==> images/wire_density.png <==
(3 px per um) 27 x 19 tiles, from white (low) to dark blue (high), scaled to the fullest tile. Values are wire area over tile area, all layers added.
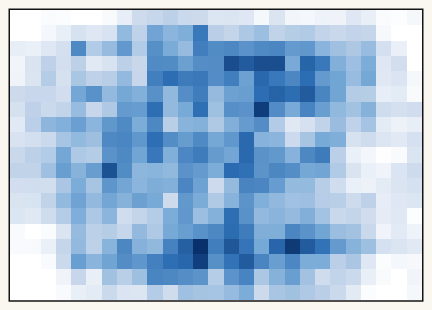
==> images/met4.png <==
(3 px per um) Supply wires on this layer in gray.
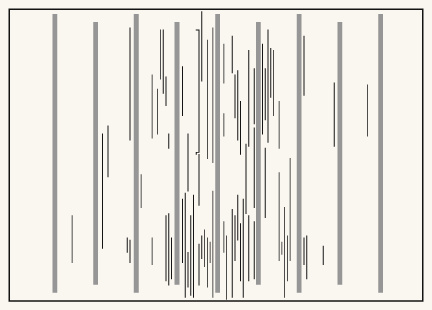
==> images/zoom.png <==
Region (54, 14) to (84, 44) um. Cells in gray, sequential cells in the stronger gray; small squares are vias.
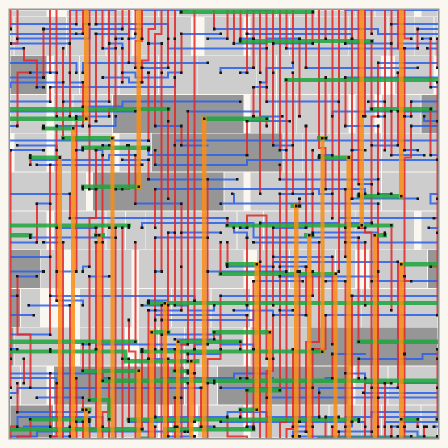
--- config.mk ---
export PLATFORM = sky130hd
export DESIGN_NAME = wb_memtest_master
export DESIGN_NICKNAME = d
export VERILOG_FILES = /design/src/rtl/yadmc_pkg.sv /design/src/rtl/memtest_lfsr32.sv /design/src/rtl/wb_memtest_master.sv
export SDC_FILE = /design/constraint.sdc
export NUM_CORES = 1
export LEC_CHECK = 0
export ABC_AREA = 1
export CAP_MARGIN = 10
export CORE_ASPECT_RATIO = 0.7
export CORE_UTILIZATION = 50
export DETAILED_ROUTE_END_ITERATION = 8
export PLACE_DENSITY = 0.85
export SLEW_MARGIN = 5
export SYNTH_ARGS = -nofsm -noshare
export SYNTH_HDL_FRONTEND = slang
export SYNTH_SLANG_ARGS = --single-unit
--- constraint.sdc ---
create_clock -name sys_clk -period 2 [get_ports sys_clk]
set_input_delay 0.5 -clock sys_clk [delete_from_list [all_inputs] [get_ports sys_clk]]
set_output_delay 0.5 -clock sys_clk [all_outputs]
set_load 0.005 [all_outputs]
--- src/rtl/yadmc_pkg.sv ---
// Shared constants and state encoding for the memory-test master and related bring-up blocks.
`default_nettype none
package yadmc_pkg;

  localparam logic [31:0] LFSR_MASK = 32'h80200003;
  localparam logic [3:0]  SEL_ALL   = 4'hF;

  typedef enum logic [2:0] {
    IDLE  = 3'd0,
    WR    = 3'd1,
    GAP_W = 3'd2,
    RD    = 3'd3,
    GAP_R = 3'd4,
    FIN   = 3'd5
  } state_t;

endpackage
`default_nettype wire

--- src/rtl/memtest_lfsr32.sv ---
// 32-bit Galois LFSR with synchronous reload to SEED and single-step advance.
`default_nettype none
module memtest_lfsr32
  import yadmc_pkg::*;
#(
  parameter logic [31:0] SEED = 32'h1
) (
  input  logic        sys_clk,
  input  logic        sys_rst_n,
  input  logic        load,
  input  logic        advance,
  output logic [31:0] value
);

  always_ff @(posedge sys_clk or negedge sys_rst_n) begin
    if (!sys_rst_n) begin
      value <= SEED;
    end else if (load) begin
      value <= SEED;
    end else if (advance) begin
      value <= (value >> 1) ^ (value[0] ? LFSR_MASK : 32'h0);
    end
  end

endmodule
`default_nettype wire

--- src/rtl/wb_memtest_master.sv ---
// Wishbone master that writes an LFSR pattern over a word range, reads it back and reports the result.
`default_nettype none
module wb_memtest_master
  import yadmc_pkg::*;
#(
  parameter logic [31:0] BASE_ADR = 32'h00000000,
  parameter int          NWORDS   = 800,
  parameter int          TIMEOUT  = 1024,
  parameter logic [31:0] SEED     = 32'h1
) (
  input  logic        sys_clk,
  input  logic        sys_rst_n,
  input  logic        start,
  output logic        busy,
  output logic        done,
  output logic        pass,
  output logic        timeout,
  output logic [19:0] err_count,
  output logic [31:0] first_err_adr,
  output logic [31:0] wb_adr_o,
  output logic [31:0] wb_dat_o,
  input  logic [31:0] wb_dat_i,
  output logic [3:0]  wb_sel_o,
  output logic        wb_cyc_o,
  output logic        wb_stb_o,
  output logic        wb_we_o,
  input  logic        wb_ack_i
);

  localparam int IDX_W = 21;
  localparam int TO_W  = $clog2(TIMEOUT + 1);

  state_t            state, state_next;
  logic [IDX_W-1:0]  index;
  logic [TO_W-1:0]   to_cnt;
  logic [31:0]       lfsr;
  logic              lfsr_load, lfsr_adv;
  logic              pass_held;
  logic              access, ack_ok, last_word, to_hit, pass_now, mismatch;
  logic [31:0]       cur_adr;

  memtest_lfsr32 #(.SEED(SEED)) u_lfsr (
    .sys_clk   (sys_clk),
    .sys_rst_n (sys_rst_n),
    .load      (lfsr_load),
    .advance   (lfsr_adv),
    .value     (lfsr)
  );

  assign access    = (state == WR) || (state == RD);
  assign ack_ok    = access && wb_ack_i;
  assign last_word = (index == IDX_W'(NWORDS));
  assign to_hit    = (to_cnt == TO_W'(TIMEOUT - 1));
  assign cur_adr   = BASE_ADR + (32'(index) << 2);
  assign mismatch  = (state == RD) && wb_ack_i && (wb_dat_i != lfsr);
  assign pass_now  = (err_count == 20'h0) && !timeout;

  always_comb begin
    state_next = state;
    lfsr_load  = 1'b0;
    lfsr_adv   = 1'b0;
    case (state)
      IDLE: begin
        if (start) begin
          lfsr_load  = 1'b1;
          state_next = WR;
        end
      end
      WR, RD: begin
        if (wb_ack_i) begin
          lfsr_adv   = 1'b1;
          state_next = (state == WR) ? GAP_W : GAP_R;
        end else if (to_hit) begin
          state_next = FIN;
        end
      end
      GAP_W: begin
        if (last_word) begin
          lfsr_load  = 1'b1;
          state_next = RD;
        end else begin
          state_next = WR;
        end
      end
      GAP_R:   state_next = last_word ? FIN : RD;
      FIN:     state_next = IDLE;
      default: state_next = IDLE;
    endcase
  end

  always_ff @(posedge sys_clk or negedge sys_rst_n) begin
    if (!sys_rst_n) begin
      state <= IDLE;
    end else begin
      state <= state_next;
    end
  end

  // Cycle counter runs only while a strobe is out, so it is zero on every WR/RD entry.
  always_ff @(posedge sys_clk or negedge sys_rst_n) begin
    if (!sys_rst_n) begin
      index  <= '0;
      to_cnt <= '0;
    end else begin
      to_cnt <= access ? to_cnt + 1'b1 : '0;
      if ((state == IDLE && start) || (state == GAP_W && last_word)) begin
        index <= '0;
      end else if (ack_ok) begin
        index <= index + 1'b1;
      end
    end
  end

  always_ff @(posedge sys_clk or negedge sys_rst_n) begin
    if (!sys_rst_n) begin
      err_count     <= '0;
      first_err_adr <= '0;
      timeout       <= 1'b0;
      pass_held     <= 1'b0;
    end else if (state == IDLE && start) begin
      err_count     <= '0;
      first_err_adr <= '0;
      timeout       <= 1'b0;
      pass_held     <= 1'b0;
    end else begin
      if (mismatch) begin
        if (err_count != 20'hFFFFF) err_count <= err_count + 1'b1;
        if (err_count == 20'h0) first_err_adr <= cur_adr;
      end
      if (access && !wb_ack_i && to_hit) timeout <= 1'b1;
      if (state == FIN) pass_held <= pass_now;
    end
  end

  assign busy     = (state == WR) || (state == GAP_W) || (state == RD) || (state == GAP_R);
  assign done     = (state == FIN);
  assign pass     = (state == FIN) ? pass_now : pass_held;
  assign wb_cyc_o = access;
  assign wb_stb_o = access;
  assign wb_we_o  = (state == WR);
  assign wb_sel_o = access ? SEL_ALL : 4'h0;
  assign wb_adr_o = access ? cur_adr : 32'h0;
  assign wb_dat_o = (state == WR) ? lfsr : 32'h0;

endmodule
`default_nettype wire

==> flow_summary.yaml <==
# yosys + openroad results
clock_tree:
  htree_levels: 3
  ctsHoldBuffers: 0
  cts_root_buffer: "clkbuf_16"
  cts.sinks: 110
grt:
  grt_overflow: 0
  antenna_found_initial: 0
  grt_use_met3_pct: 6.13
  grtUsageTotal_pct: 30.3
  grt_max_degree: 32
routing:
  drcViolationCount: 0
  ant_nets: 0
  drt-vias-per-instance: 5.84
  first_pass_iters: 6
  dr_total_vias: 7421
synthesis:
  ys_sh_adder_pct: 0.975
  simple_gate_share_pct: 31.9
  netlist.area_leader.share_pct: 42.5
  ys_sh_xor_pct: 6.01
  aoi_share_pct: 5.87
  ys_area_um2: 6410
  synth.distinct_cells: 39
place:
  gp_congestion: 0.973
floorplan:
  taps: 162
  fp.dieW_um: 137
finish:
  comb_area_um2: 3610
  nonClkBufAreaFrac_pct: 24.0
  flops: 110
  layout-drive-gt1-share_pct: 30.9
  nFillCells: 776
worst_setup_path:
  worst-path-buf-inv: 2
  r2r_end: "err_count[17]$_DFFE_PN0P_"
  worstPathCellList: "inv_1 > ha_2 > nand2_2 > nor2_4 > nand3b_1 > nor2_4 > nand3_2 > nand2_2 > buf_2"
  path_depth: 9
power_and_ir_drop:
  ir_drop_v: 0.000854
sta:
  holdWs_ns: 0.0795
  fin_setup_tns_ns: -10.46
  setup-violations-final: 97
  fin_ws_ns: -0.394
  min_period_ns: 2.39
status:
  status: "finished, violations left"
  violations: "negative setup slack"
## Picture notes: wire_density.png
mean over tiles = 0.32
nearly empty tiles = 5.1%
fullest tile = 0.86

## Picture notes: met4.png
wire length on this layer = 1440 um
nets with wire on the layer = 65

## Picture notes: zoom.png
met4 -> orange
met1 -> blue
met3 -> green
met2 -> red
most frequent = buf_4 (11)
cells with their middle in the window = 93
netlist names of flops here include = u_lfsr.value (4)
sequential cells in the window = 6

==> power by group <==
| part | switching [mW] | leakage, nW | total (mW) | internal (mW) |
|---|---|---|---|---|
| registers | 0.352 | 1.51 | 3.00 | 2.65 |
| clock network | 0.892 | 0.151 | 2.00 | 1.11 |
| logic | 4.23 | 2.93 | 7.61 | 3.38 |
| total | 5.48 | 4.59 | 12.6 | 7.14 |
==> cell usage in the layout, fill, tap and decap left out, types with 18 or more instances in the layout <==
master and count:
nor3_1 18, nor2_1 74, nor2_4 48, nand2_1 174, dfrtp_1 108, buf_6 19
buf_2 49, xor2_1 18, clkdlybuf4s50_1 76, conb_1 22, nor2_2 25, inv_1 96
buf_4 91, o22ai_1 32, nand3_1 62, nand3_2 21, xnor2_1 26
Power and IR drop assume default switching activity.
